**config.mk**
```make
export PLATFORM = sky130hd
export DESIGN_NAME = framed_shiftregister
export DESIGN_NICKNAME = d
export VERILOG_FILES = /design/src/rtl/framed_shiftregister.sv
export SDC_FILE = /design/constraint.sdc
export NUM_CORES = 1
export LEC_CHECK = 0
export ABC_AREA = 1
export CORE_MARGIN = 3
export CORE_UTILIZATION = 35
export CTS_CLUSTER_SIZE = 20
export DETAILED_ROUTE_END_ITERATION = 8
export PLACE_DENSITY = 0.68
export SLEW_MARGIN = 5
export SYNTH_ARGS = -nofsm -noshare
export SYNTH_HDL_FRONTEND = slang
export SYNTH_SLANG_ARGS = --single-unit
export TNS_END_PERCENT = 10
```
**constraint.sdc**
```tcl
create_clock -name clk -period 1.1 [get_ports clk]
set_input_delay 0.22 -clock clk [delete_from_list [all_inputs] [get_ports clk]]
set_output_delay 0.22 -clock clk [all_outputs]
set_load 0.03 [all_outputs]
```
**src/rtl/framed_shiftregister.sv**
```systemverilog
// Framed serialiser/deserialiser driven by peripheral-clock edge strobes.
// Samples on the rising strobe, shifts on the falling strobe, and hands each completed frame to the consumer through a valid/ack handshake.
module framed_shiftregister #(
    parameter int unsigned width    = 8,
    parameter int unsigned lsbFirst = 0,
    parameter int unsigned cntWidth = 4
) (
    input  logic                clk,
    input  logic                reset,
    input  logic                peripheralClkEdgePos,
    input  logic                peripheralClkEdgeNeg,
    input  logic                parallelLoad,
    input  logic [width-1:0]    parallelDataIn,
    input  logic                serialDataIn,
    input  logic                rxAck,
    output logic                serialDataOut,
    output logic [width-1:0]    parallelDataOut,
    output logic [width-1:0]    rxData,
    output logic                rxValid,
    output logic                frameDone,
    output logic                overrun,
    output logic [cntWidth-1:0] bitCount
);

    localparam logic [cntWidth-1:0] lastCount = cntWidth'(width - 1);

    logic [width-1:0]    mem, memNext, shifted;
    logic                sampledBit, sampledNext;
    logic [cntWidth-1:0] countNext;
    logic [width-1:0]    rxDataNext;
    logic                rxValidNext, frameDoneNext, overrunNext;
    logic                doShift, frameEnd;

    // The shift always consumes the sampledBit captured before this edge.
    always_comb begin
        if (lsbFirst != 0) begin
            shifted = {sampledBit, mem[width-1:1]};
        end else begin
            shifted = {mem[width-2:0], sampledBit};
        end
    end

    assign doShift  = peripheralClkEdgeNeg && !parallelLoad;
    assign frameEnd = doShift && (bitCount == lastCount);

    always_comb begin
        memNext       = mem;
        sampledNext   = sampledBit;
        countNext     = bitCount;
        rxDataNext    = rxData;
        rxValidNext   = rxValid;
        frameDoneNext = 1'b0;
        overrunNext   = overrun;

        if (peripheralClkEdgePos) begin
            sampledNext = serialDataIn;
        end

        if (parallelLoad) begin
            memNext   = parallelDataIn;
            countNext = '0;
        end else if (doShift) begin
            memNext   = shifted;
            countNext = frameEnd ? '0 : bitCount + cntWidth'(1);
        end

        // A frame end outranks a same-cycle ack: the new word must stay visible.
        if (frameEnd) begin
            rxDataNext    = shifted;
            rxValidNext   = 1'b1;
            frameDoneNext = 1'b1;
            if (rxValid && !rxAck) begin
                overrunNext = 1'b1;
            end
        end else if (rxAck) begin
            rxValidNext = 1'b0;
        end
    end

    always_ff @(posedge clk) begin
        if (reset) begin
            mem        <= '0;
            sampledBit <= 1'b0;
            bitCount   <= '0;
            rxData     <= '0;
            rxValid    <= 1'b0;
            frameDone  <= 1'b0;
            overrun    <= 1'b0;
        end else begin
            mem        <= memNext;
            sampledBit <= sampledNext;
            bitCount   <= countNext;
            rxData     <= rxDataNext;
            rxValid    <= rxValidNext;
            frameDone  <= frameDoneNext;
            overrun    <= overrunNext;
        end
    end

    assign parallelDataOut = mem;
    assign serialDataOut   = (lsbFirst != 0) ? mem[0] : mem[width-1];

endmodule

```
congestion_map.png
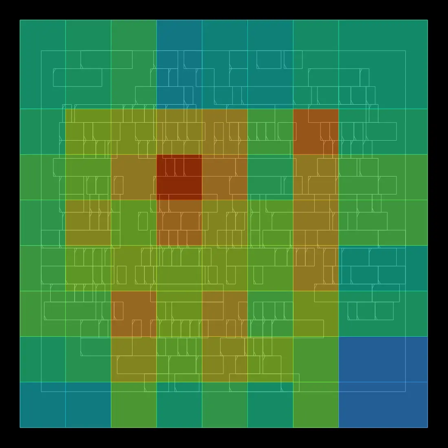
WL/cell: 10.7 um
GRT Max-Usage Layer: met2
fin util: 60.0%
GR Util met2: 29.1%

port_trees.png
The bar under the picture is 20 um long.
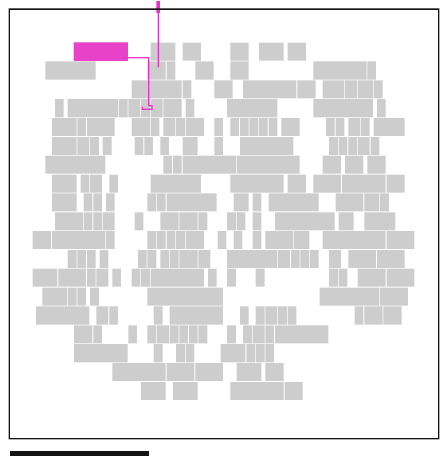
legend:
  magenta:
    port: rxValid
    bits: 1
    direction: output
    edge: top
    end_cells: 1
    buffers: 1
    wire: 21.3 um
num ports: 39
port buffer count: 38

m1.png
The bar under the picture is 20 um long. Supply wires on this layer in gray. Cells faint in the background.
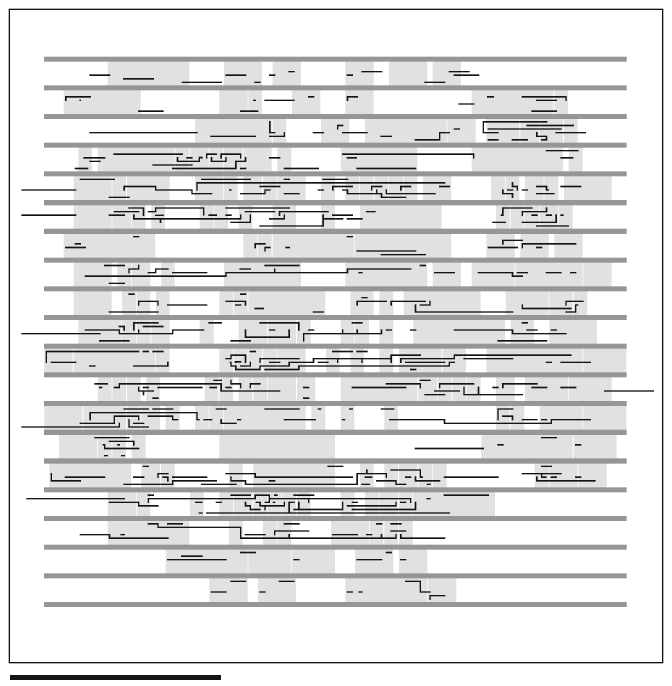
nets with wire on the layer: 198
longest straight run: 23.5 um
vias: 1084
final wirelength: 2590 um
met1 GRT Util: 16.0%

layers.png
Only two layers are drawn.
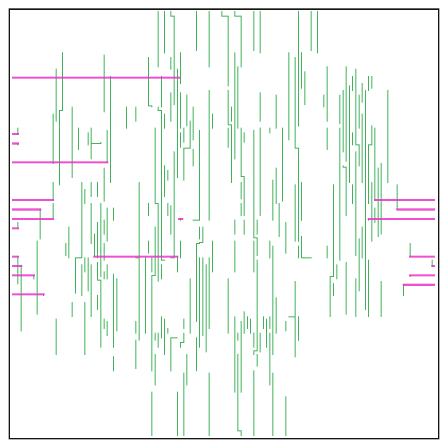
legend:
  magenta:
    layer: M3
    wire_length: 111 um
  green:
    layer: M2
    wire_length: 1430 um
overall global routing resource usage: 14.8%

ff_map.png
The bar under the picture is 20 um long. Other sequential cells in the stronger gray, the rest of the logic in the fainter gray.
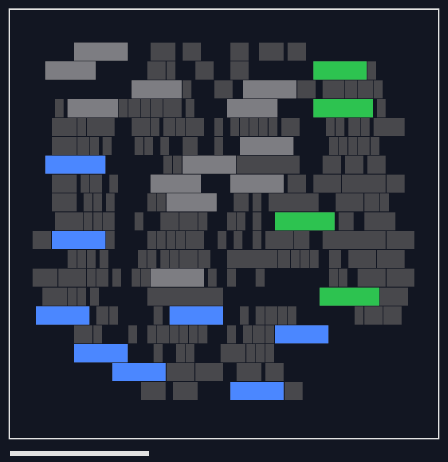
legend:
  green:
    name_in_the_netlist: bitCount
    sequential_cells: 4
  blue:
    name_in_the_netlist: parallelDataOut
    sequential_cells: 8
not colored: 12

==> changes_impl.md <==
## Implementation

* Status: complete, but fails checks
* Failing checks: negative setup slack
* Yosys cell count at 160
* H-tree levels at 1
* Latency at later pin at a little over 0.3 ns
* # Taps at 31
* Yosys Warn Count at 0
* Largest net degree at the start of global routing at 19
* Clock buffers at 3
* Mapped Cells at between 150 and 200
* Synth top area share at between 40 and 50%
* MI comb cells at between 100 and 150
* Comb area at roughly 490 um2
* Slowest-stage cell, CP: dfxtp_4
* Pre-Place Util at roughly two fifths
* Setup violators final at 6
* Post-synth EDFFs at 0
* Rows at 19
* Capture point of the critical path: bitCount[0]
* Post-Syn Nets at ~180
* Die W at approximately 60 um
* Worst setup margin at -0.0454 ns
* Non-clk buf share at a little under a third
* Die height at a little over 60 um
-- report_power, final --
| part | leakage (nW) | internal [mW] | switching, mW | total (mW) |
|---|---|---|---|---|
| combinational | 0.584 | 0.145 | 0.143 | 0.288 |
| sequential | 0.204 | 0.887 | 0.0226 | 0.910 |
| clock | 0.0279 | 0.368 | 0.262 | 0.630 |
| total | 0.817 | 1.40 | 0.428 | 1.83 |
-- state kept, by name, indices dropped and copies added, names as in the netlist --
name	count
parallelDataOut	8
rxData	8
bitCount	4
frameDone	1
overrun	1
rxValid	1
sampledBit	1
-- what timing repair did --
item                                    CTS  global route
gates cloned                              0             1
endpoints found under the setup margin   17            41
buffers inserted                          2             0
resized                                  13            22
pin swaps                                 0             2
No activity file was given, so power comes from the tool's default toggle rates.
